$ cat src/rtl/mem_arbiter.sv
// mem_arbiter: shares one single-port synchronous RAM between instruction fetch (if_*) and load/store (d_*).
// Latency: read = MEM_LAT+2 cycles from req-sampled cycle to rvalid; a store reaches memory 1 cycle after sampling.
// Backpressure: one transaction at a time; req must be held until gnt, and req is ignored outside IDLE.
//
// Ports:
//   clk, rst                      rising-edge clock, asynchronous active-high reset
//   if_req/if_addr                fetch request (always a read)
//   if_gnt/if_rvalid/if_rdata     fetch accept pulse, read-data valid pulse, held fetched word
//   d_req/d_we/d_addr/d_wdata     load/store request
//   d_gnt/d_rvalid/d_rdata        data accept pulse, load-data valid pulse, held loaded word
//   mem_en/mem_we/mem_addr/mem_wdata/mem_rdata   shared RAM interface
//   busy                          high whenever the FSM is not in IDLE
//
// Optional feature: define ARB_FAIRNESS_EN to force a fetch win after STARVE_MAX
// consecutive data wins that had a competing fetch. Without it, data always beats fetch.
module mem_arbiter #(
   parameter int ADDR_W     = 10,
   parameter int DATA_W     = 32,
   parameter int MEM_LAT    = 1,
   parameter int STARVE_MAX = 4
) (
   input  logic              clk,
   input  logic              rst,
   input  logic              if_req,
   input  logic [ADDR_W-1:0] if_addr,
   output logic              if_gnt,
   output logic              if_rvalid,
   output logic [DATA_W-1:0] if_rdata,
   input  logic              d_req,
   input  logic              d_we,
   input  logic [ADDR_W-1:0] d_addr,
   input  logic [DATA_W-1:0] d_wdata,
   output logic              d_gnt,
   output logic              d_rvalid,
   output logic [DATA_W-1:0] d_rdata,
   output logic              mem_en,
   output logic              mem_we,
   output logic [ADDR_W-1:0] mem_addr,
   output logic [DATA_W-1:0] mem_wdata,
   input  logic [DATA_W-1:0] mem_rdata,
   output logic              busy
);

   // The latency counter and the fairness counter are both 3 bits wide.
   if (MEM_LAT < 1 || MEM_LAT > 7 || STARVE_MAX < 1 || STARVE_MAX > 7) begin : g_bad_param
      $error("mem_arbiter: MEM_LAT and STARVE_MAX must be in 1..7");
   end

   localparam logic [2:0] LAT_M1 = 3'(MEM_LAT - 1);

   typedef enum logic [1:0] {IDLE, ISSUE, WAIT} state_t;

   state_t     state, state_nxt;
   logic       own_d;      // owner of the latched transaction: 1 = data port, 0 = fetch
   logic       lat_we;
   logic [2:0] cnt;
   logic       take;       // accept a request this cycle (IDLE only)
   logic       pick_d;     // data port wins this arbitration
   logic       capture;    // last WAIT cycle: mem_rdata is valid
   logic       force_if;

   always_ff @(posedge clk or posedge rst) begin
      if (rst) state <= IDLE;
      else     state <= state_nxt;
   end

   always_comb begin
      state_nxt = state;
      take      = 1'b0;
      pick_d    = 1'b0;
      capture   = 1'b0;
      if_gnt    = 1'b0;
      d_gnt     = 1'b0;
      mem_en    = 1'b0;
      mem_we    = 1'b0;
      case (state)
         IDLE: begin
            if (if_req || d_req) begin
               take      = 1'b1;
               pick_d    = d_req && !force_if;
               state_nxt = ISSUE;
            end
         end
         ISSUE: begin
            mem_en    = 1'b1;
            mem_we    = lat_we;
            if_gnt    = !own_d;
            d_gnt     = own_d;
            state_nxt = lat_we ? IDLE : WAIT;
         end
         WAIT: begin
            if (cnt == 3'd0) begin
               capture   = 1'b1;
               state_nxt = IDLE;
            end
         end
         default: state_nxt = IDLE;
      endcase
   end

   assign busy = (state != IDLE);

   always_ff @(posedge clk or posedge rst) begin
      if (rst) begin
         own_d     <= 1'b0;
         lat_we    <= 1'b0;
         mem_addr  <= '0;
         mem_wdata <= '0;
         cnt       <= 3'd0;
         if_rvalid <= 1'b0;
         d_rvalid  <= 1'b0;
         if_rdata  <= '0;
         d_rdata   <= '0;
      end else begin
         // rvalid is the registered capture strobe, so it lands on the following IDLE cycle.
         if_rvalid <= capture && !own_d;
         d_rvalid  <= capture && own_d;
         if (take) begin
            own_d    <= pick_d;
            lat_we   <= pick_d && d_we;
            mem_addr <= pick_d ? d_addr : if_addr;
            // A fetch has no write data; keep the last store data on the bus.
            if (pick_d) mem_wdata <= d_wdata;
         end
         if (state == ISSUE)
            cnt <= LAT_M1;
         else if (state == WAIT && cnt != 3'd0)
            cnt <= cnt - 3'd1;
         if (capture) begin
            if (own_d) d_rdata  <= mem_rdata;
            else       if_rdata <= mem_rdata;
         end
      end
   end

`ifdef ARB_FAIRNESS_EN
   // Counts data wins that starved a pending fetch; at STARVE_MAX the next contested slot goes to fetch.
   logic [2:0] starve_cnt;

   always_ff @(posedge clk or posedge rst) begin
      if (rst) begin
         starve_cnt <= 3'd0;
      end else if (take) begin
         if (!pick_d)     starve_cnt <= 3'd0;
         else if (if_req) starve_cnt <= starve_cnt + 3'd1;
      end
   end

   assign force_if = if_req && (starve_cnt == 3'(STARVE_MAX));
`else
   assign force_if = 1'b0;
`endif

endmodule

$ cat config.mk
export PLATFORM = sky130hd
export DESIGN_NAME = mem_arbiter
export DESIGN_NICKNAME = d
export VERILOG_FILES = /design/src/rtl/mem_arbiter.sv
export SDC_FILE = /design/constraint.sdc
export NUM_CORES = 1
export LEC_CHECK = 0
export CAP_MARGIN = 20
export CORE_ASPECT_RATIO = 0.6
export CORE_MARGIN = 2
export CORE_UTILIZATION = 45
export DETAILED_ROUTE_END_ITERATION = 8
export PLACE_DENSITY = 0.82
export SYNTH_ARGS = -nofsm -noshare
export SYNTH_HDL_FRONTEND = slang
export SYNTH_SLANG_ARGS = --single-unit
$ cat constraint.sdc
create_clock -name clk -period 10.4 [get_ports clk]
set_input_delay 1.04 -clock clk [delete_from_list [all_inputs] [get_ports clk]]
set_output_delay 1.04 -clock clk [all_outputs]
set_load 0.005 [all_outputs]
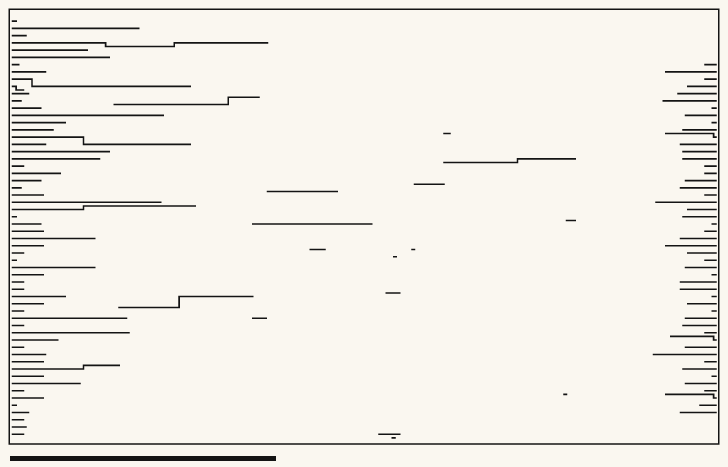
Figure 1: run 1, the metal 3 layer.
Scale bar: 50 um.
main direction = horizontal
wire length on this layer = 960 um
Post-Route WL: 11.15 mm
met3 Usage GRT: 8.427%
via count: 3184

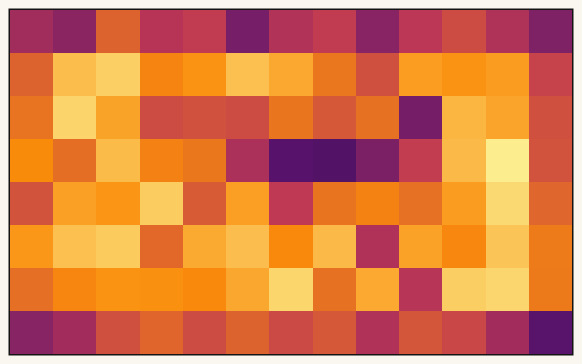
Figure 2: run 1, cell area per tile.
The die is cut into 13 by 8 equal tiles; black is low, pale yellow is high, 0 to 100% covered.
tiles over 75% full = 35%
mean over tiles = 65%
fullest tile = 96%
FP Core Util: 45.85%
Core Box Area: 9774 sq um
Post-Route Utilization: 73.80%

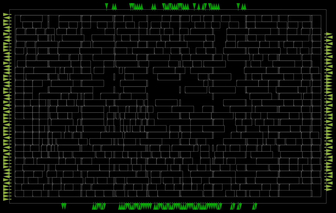
Figure 3: run 1, placed standard cells.
sequential portion of the cell area: 39.90%
TAP cells: 135
Site Rows: 28
fill count: 610

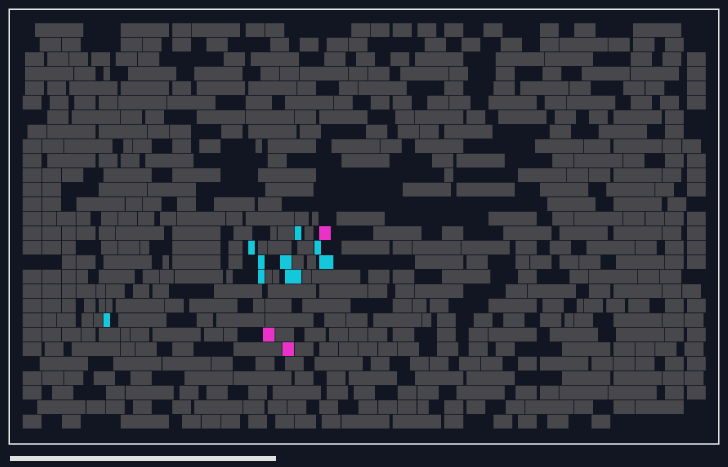
Figure 4: run 1, logic cells by family.
Scale bar: 50 um.
magenta -> AND and OR gates  # cells 3, most used and2_1
cyan -> NAND gates  # cells 9, most used nand2_1, where center
logic share of the area: 20.56%
Finished Layout Cells: 646
most instantiated logic cell after routing: clkdlybuf4s50_1

==> flow_metrics.tcl, run 1 <==
# yosys + openroad results
set metrics [dict create \
    syn_area_per_cell_sq_um 15.56 \
    final_cell_mix "clkdlybuf4s50_1, dfrtp_1, mux2_2" \
    drtPass1Iterations 4 \
    area_leaders "dfrtp_1, mux2_2, o2bb2ai_1" \
    status "finished, final reports clean" \
    hold_buffers 0 \
    cts_setup_buffers 0 \
    drv_slew 0 \
    ant_nets 0 \
    cp-start-kind "flop" \
    die_area_sq_um 10800 \
    final_area_sq_um 7213 \
    finalCriticalPeriod_ns 3.183 \
    postSynthCellCount 288 \
    power_density_nw_per_um2 317.0 \
    ys_warn_count 0 \
    cts_resized 0 \
    met2WireLength_mm 5.132 \
    wl_per_cell_um 17.26 \
    top_layer_used "met4" \
    finClkSkew_ns 0.006670 \
    wl_met1_mm 4.872 \
    hold_violations 0 \
    r2r_setup_slack_ns 8.40 \
    hold_start "mem_addr[1]" \
    die_x_um 132.8 \
    clk_pin_slew_ns 0.05 \
    whs_path_depth 1 \
    cts_tree "yes" \
    grtUsageTotal_pct 21.62 \
    rsz0062_at_grt "no" \
    ys.flops 115 \
    synth_cell_type_count 30 \
    top_cell_area_share_pct 64.21 \
    total_power_uw 2286 \
    antenna_found_initial 0 \
    required_ns 9.36 \
    cp_max_fo 14 \
    whs_ns 0.4940 \
    ys_cells 288 \
    tool_warnings 27 \
    leakage_uw 0.003009 \
    setup_viol 0 \
    yosysTopAreaCell "dfrtp_1" \
    htree_levels 4 \
    fin_ws_ns 7.217 \
    drc 0 \
    wl_met3_um 959 \
    cp.arrival_ns 2.14 \
    drive_gt1_share_pct 26.22 \
    r2r-end "if_rdata[14]" \
    logic_area_sq_um 1483 \
    gp_congestion 0.7922 \
    path_class "flop to output port" \
    cts_made_buffers 17 \
    drt_iter0_drc 88 \
    post-place-cells 613 \
    period_used_pct 30.61 \
    place_ws_ns 7.309 \
    avgViaCountPerCell 4.929 \
    diodes 0 \
    first_global_vias 3453 \
    register_area_sq_um 2878 \
    r2r_start "state[1]" \
    hold_class "flop to flop" \
    die-height_um 81.31 \
    synth_seq_share_pct 64.21 \
    relSlewSlack_pct 50.45 \
    gr-total-overflow 0 \
    fmax_mhz 314.2 \
    num-nets-final 589 \
    crit_end "busy" \
    ir_worst_vdd_uv 176.4 \
    dpl.hpwl_mm 7.747 \
    min_delay_worst_endpoint "mem_addr[1]" \
    crit_start "state[0]" \
    clockRootBuffer "clkbuf_16" \
    dpl-instance-area_sq_um 6604 \
    drv_cap 0 \
    netlist_area_sq_um 4482 \
    worstSetupEndpointType "output port" \
    design.portCount 202 \
    clk_latency_ns 0.40 \
    grt_max_degree 62 \
    clock-sinks 115 \
    synth-area-yosys_sq_um 4482 \
    synth_nets 379 \
    r2r_cells 4 \
    grt_pass1_wl_mm 17.63 \
    io_buffers 201 \
    cts_max_path_buffers 2 \
    syn2layout_area_growth_pct 60.94 \
    max_slew.worst_pin.slew_ns 0.7432 \
    fin_tns_setup_ns 0 \
]
## run 1: sequential cells by signal (all words and copies together), names as in the netlist
name       cells
cnt            3
d_rdata       32
d_rvalid       1
if_rdata      32
if_rvalid      1
lat_we         1
mem_addr      10
mem_wdata     32
own_d          1
state          2
## run 1: critical path: stages, from the launching register on
cell and delay (ns):
dfrtp_1 0.69, nor2_1 0.18, inv_1 0.29, clkdlybuf4s50_1 0.58
## run 1: area by class of cell
type,instances,area share (%)
Clock buffer,22,6.574
Clock inverter,10,1.804
Inverter,8,0.4510
Multi-Input combinational cell,150,20.56
Sequential cell,115,39.90
Tap cell,135,2.342
Timing Repair Buffer,206,28.38
## run 1: power by group
part	internal, uW	switching, uW
Clock	393	194
Combinational	613	280
Sequential	671	136
Total	1680	610
## run 1: kinds of logic (layout without fill, tap and decap cells)
kind of cell	after synthesis	in the layout	synth area share [%]
AOI/OAI and AO/OA	32	32	5.305
adders and majority gates	2	2	0.5583
buffers and inverters	23	246	2.847
DFF	115	115	64.21
muxes	96	96	24.12
and+or+nand+nor	20	20	2.960
## run 1: cells in the mapped netlist
cell type and n:
nor4_4 1, buf_4 4, nor4b_1 1, nor2_1 2
o22ai_1 1, inv_1 8, ha_1 2, mux2_2 95
o31ai_1 1, nor3b_2 1, nand2_1 6, or2_2 1
a31oi_1 1, nand2b_1 1, o2bb2ai_1 9, dfrtp_1 115
a21o_1 1, a21oi_1 2, buf_2 3, clkbuf_1 4
a22oi_1 10, a22o_1 3, buf_1 1, nand3b_1 1
nand4b_1 1, and2_1 2, nor2b_1 3, buf_6 3
mux2_1 1, o21ai_0 4
## run 1: metal layers
metal	track usage (%)	up-vias
li1	-	1463
met1	26.55	1579
met2	34.92	125
met3	8.427	17
met4	8.710	0
met5	0	-
Figure 5. I/O nets highlighted (run 1).
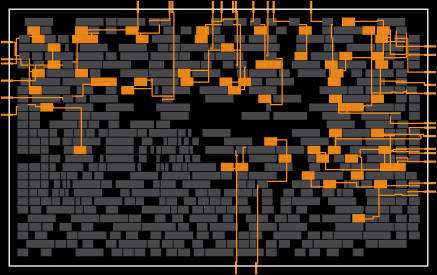

## Run 2: what changed since run 1
--- a/config.mk
+++ b/config.mk
@@ -8,9 +8,9 @@
 export CAP_MARGIN = 20
 export CORE_ASPECT_RATIO = 0.6
 export CORE_MARGIN = 2
-export CORE_UTILIZATION = 45
+export CORE_UTILIZATION = 38
 export DETAILED_ROUTE_END_ITERATION = 8
-export PLACE_DENSITY = 0.82
+export PLACE_DENSITY = 0.73
 export SYNTH_ARGS = -nofsm -noshare
 export SYNTH_HDL_FRONTEND = slang
 export SYNTH_SLANG_ARGS = --single-unit
==> constraint.sdc (replaced) <==
create_clock -name clk -period 2.6 [get_ports clk]
set_input_delay 0.26 -clock clk [delete_from_list [all_inputs] [get_ports clk]]
set_output_delay 0.26 -clock clk [all_outputs]
set_load 0.005 [all_outputs]
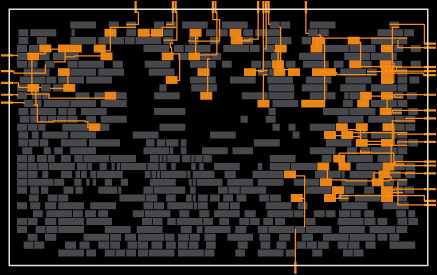
Figure 6: run 2, I/O nets highlighted.
orange -> mem_rdata  # bits 32, direction input, end cells 64, wire 1080 um
Top Ports: 202
port bufs: 201

==> run 2 against run 1 <==
Against the previous run:
- combinational power went up to 4.0 times the previous value
- first-iteration DRC count rose by 18%
- routed wire length rose by 1.2%
- worst hold slack worse by 0.17 ns
- cell count up 4.2%
- clock power grew to 4.1 times the previous value
- setup slack worse by 7.0 ns
- clock skew is 0.00091 ns higher
- design area rose by 1.3%
- sequential power rose to 4.0 times the previous value
- highest routed layer unchanged
==> flow_metrics.tcl, run 2 <==
# yosys + openroad results
set metrics [dict create \
    htree_levels 4 \
    clock-sinks 115 \
    max_stage_delay_ns 0.64 \
    clkPwrFrac_pct 26.0 \
    adder_share_pct 0.5583 \
    clockRootBuffer "clkbuf_16" \
    clk_latency_ns 0.40 \
    crit_start "state[0]" \
    drv_cap 0 \
    finClkSkew_ns 0.007583 \
    synth-area-yosys_sq_um 4482 \
    grt_max_degree 51 \
    cts_resized 0 \
    synthTopLogicFamily "multiplexers" \
    r2r_start "state[1]" \
    r2r-end "if_rdata[10]" \
    path_class "flop to output port" \
    hold_buffers 0 \
    fp_util_pct 39.28 \
    avgViaCountPerCell 4.746 \
    xor_share_pct 0 \
    edf_count 0 \
    gp_congestion 0.7402 \
    final_cell_mix "clkdlybuf4s50_1, dfrtp_1, mux2_2" \
    num-nets-final 593 \
    ant_nets 0 \
    final_common_cell "clkdlybuf4s50_1" \
    finalCriticalPeriod_ns 2.373 \
    drtPass1Iterations 4 \
    die_area_sq_um 12710 \
    p_sw_share_pct 26.42 \
    drc 0 \
    cts_setup_buffers 0 \
    crit_chain "nor2_1 -> inv_1 -> clkdlybuf4s50_1" \
    r2r_setup_slack_ns 0.76 \
    largestRegisters "d_rdata x32, if_rdata x32, mem_wdata x32" \
    die_x_um 144.2 \
    setup_viol 0 \
    top_cell_area_share_pct 64.21 \
    netlist_area_sq_um 4482 \
    gr-total-overflow 0 \
    hold_class "input port to async pin" \
    synth_nets 379 \
    cts_max_path_buffers 2 \
    fin_tns_setup_ns 0 \
    ys_warn_count 0 \
    synth_seq_share_pct 64.21 \
    combinationalPowerShare_pct 39.2 \
    relSlewSlack_pct 51.08 \
    switching_power_uw 2430 \
    worstSetupEndpointType "output port" \
    yosysTopAreaCell "dfrtp_1" \
    aoi_share_pct 5.304 \
    diodes 0 \
    sequentialPowerShare_pct 34.8 \
    area_leaders "dfrtp_1, mux2_2, o2bb2ai_1" \
    async_reset_ff_share_pct 100.0 \
    ff_type "dfrtp_1" \
    ys_cells 288 \
    simple_gate_area_share_pct 2.959 \
    max_slew.worst_pin.slew_ns 0.7322 \
    crit_end "busy" \
    muxShareOfSynthArea_pct 24.12 \
    die-height_um 88.12 \
    synth.most_common_cell "dfrtp_1" \
    cts_made_buffers 17 \
    fmax_mhz 421.4 \
    grt_pass1_wl_mm 17.66 \
    wl_per_cell_um 16.77 \
    first_global_vias 3376 \
    syn2layout_area_growth_pct 62.98 \
    ys.flops 115 \
    hold_violations 0 \
    period_used_pct 91.27 \
    cp.arrival_ns 2.11 \
    drv_slew 0 \
    power_density_nw_per_um2 1259 \
    worst_path_dominant_cell_family "buffers and inverters" \
    ir_worst_vdd_uv 589.0 \
    p_int_uw 6768 \
    status "finished, final reports clean" \
    cp_num_buf_inv 2 \
    syn_area_per_cell_sq_um 15.56 \
    cp_max_fo 14 \
    leakage_uw 0.003030 \
    utilization_pct 64.01 \
    tool_warnings 27 \
    dr_total_vias 3194 \
    antenna_found_initial 0 \
    r2r_cells 4 \
    clk_pin_slew_ns 0.05 \
    drt_iter0_drc 104 \
    postSynthCellCount 288 \
    routed_wl_mm 11.29 \
    cts_tree "yes" \
    total_power_uw 9198 \
    synth_cell_type_count 30 \
    common_cells "dfrtp_1, mux2_2, a22oi_1" \
    drive_gt1_share_pct 26.51 \
    grtUsageTotal_pct 18.63 \
    required_ns 2.34 \
]
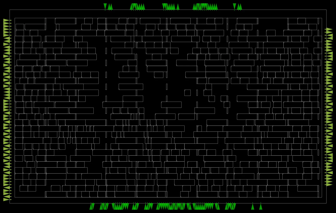
Figure 7: run 2, placed standard cells.
flip-flop and latch count: 115
fill count: 896
Site Rows: 30
Core Box Area: 11410 sq um

## run 2: cell counts after synthesis
Identical to the previous run, type by type.
## run 2: metrics by stage
stage                     cell area [sq um]  hold slack (ns)  std cells  setup WS (ns)
after floorplan                        4486           0.3947        288         0.8999
after global placement                 6699           0.4743        643         0.7061
after detailed placement               6699           0.4786        643         0.6344
after global routing                   7305           0.3742        673        0.05138
final                                  7305           0.3263        673         0.2270
after CTS                              7305           0.3288        673         0.1814
## run 2: worst min-delay path by stage
stage / start / end / slack (ns) / cells after the start
after floorplan: mem_rdata[24] / if_rdata[24] / 0.39 / 1
after global placement: mem_addr[4] / mem_addr[4] / 0.47 / 1
after detailed placement: mem_addr[5] / mem_addr[5] / 0.48 / 1
after CTS: rst / mem_wdata[28] / 0.33 / 2
after global routing: rst / mem_wdata[28] / 0.37 / 2
final: rst / mem_wdata[28] / 0.33 / 2
## run 2: cell type report
type                            count  area [sq um]
Clock inverter                     10         158.9
Multi-Input combinational cell    150          1483
Inverter                            8         33.78
Sequential cell                   115          2878
Timing Repair Buffer              210          2105
Tap cell                          160         200.2
Clock buffer                       20         446.7
Fill cell                         896          4106
## run 2: kinds of logic after synthesis
kind of cell | count (synthesis)
flops | 115
simple gates | 20
buf+inv | 23
mux | 96
fa+ha+maj | 2
compound gates | 32
## run 2: power by group through the flow
stage	logic, uW	clock network (uW)	registers, uW
after floorplan	1390	0	3200
after global placement	3580	0	3180
after detailed placement	3650	0	3220
after CTS	3670	2450	3210
after global routing	3880	2540	3320
final	3610	2390	3200
## run 2: layer usage
layer | vias up | share of wire (%) | global-route usage, %
met5 | - | 0 | 0
met4 | 0 | 1.0 | 7.679
li1 | 1469 | - | -
met2 | 129 | 44 | 28.61
met1 | 1586 | 46 | 24.32
met3 | 10 | 9.2 | 6.670
No activity file was given, so power comes from the tool's default toggle rates.
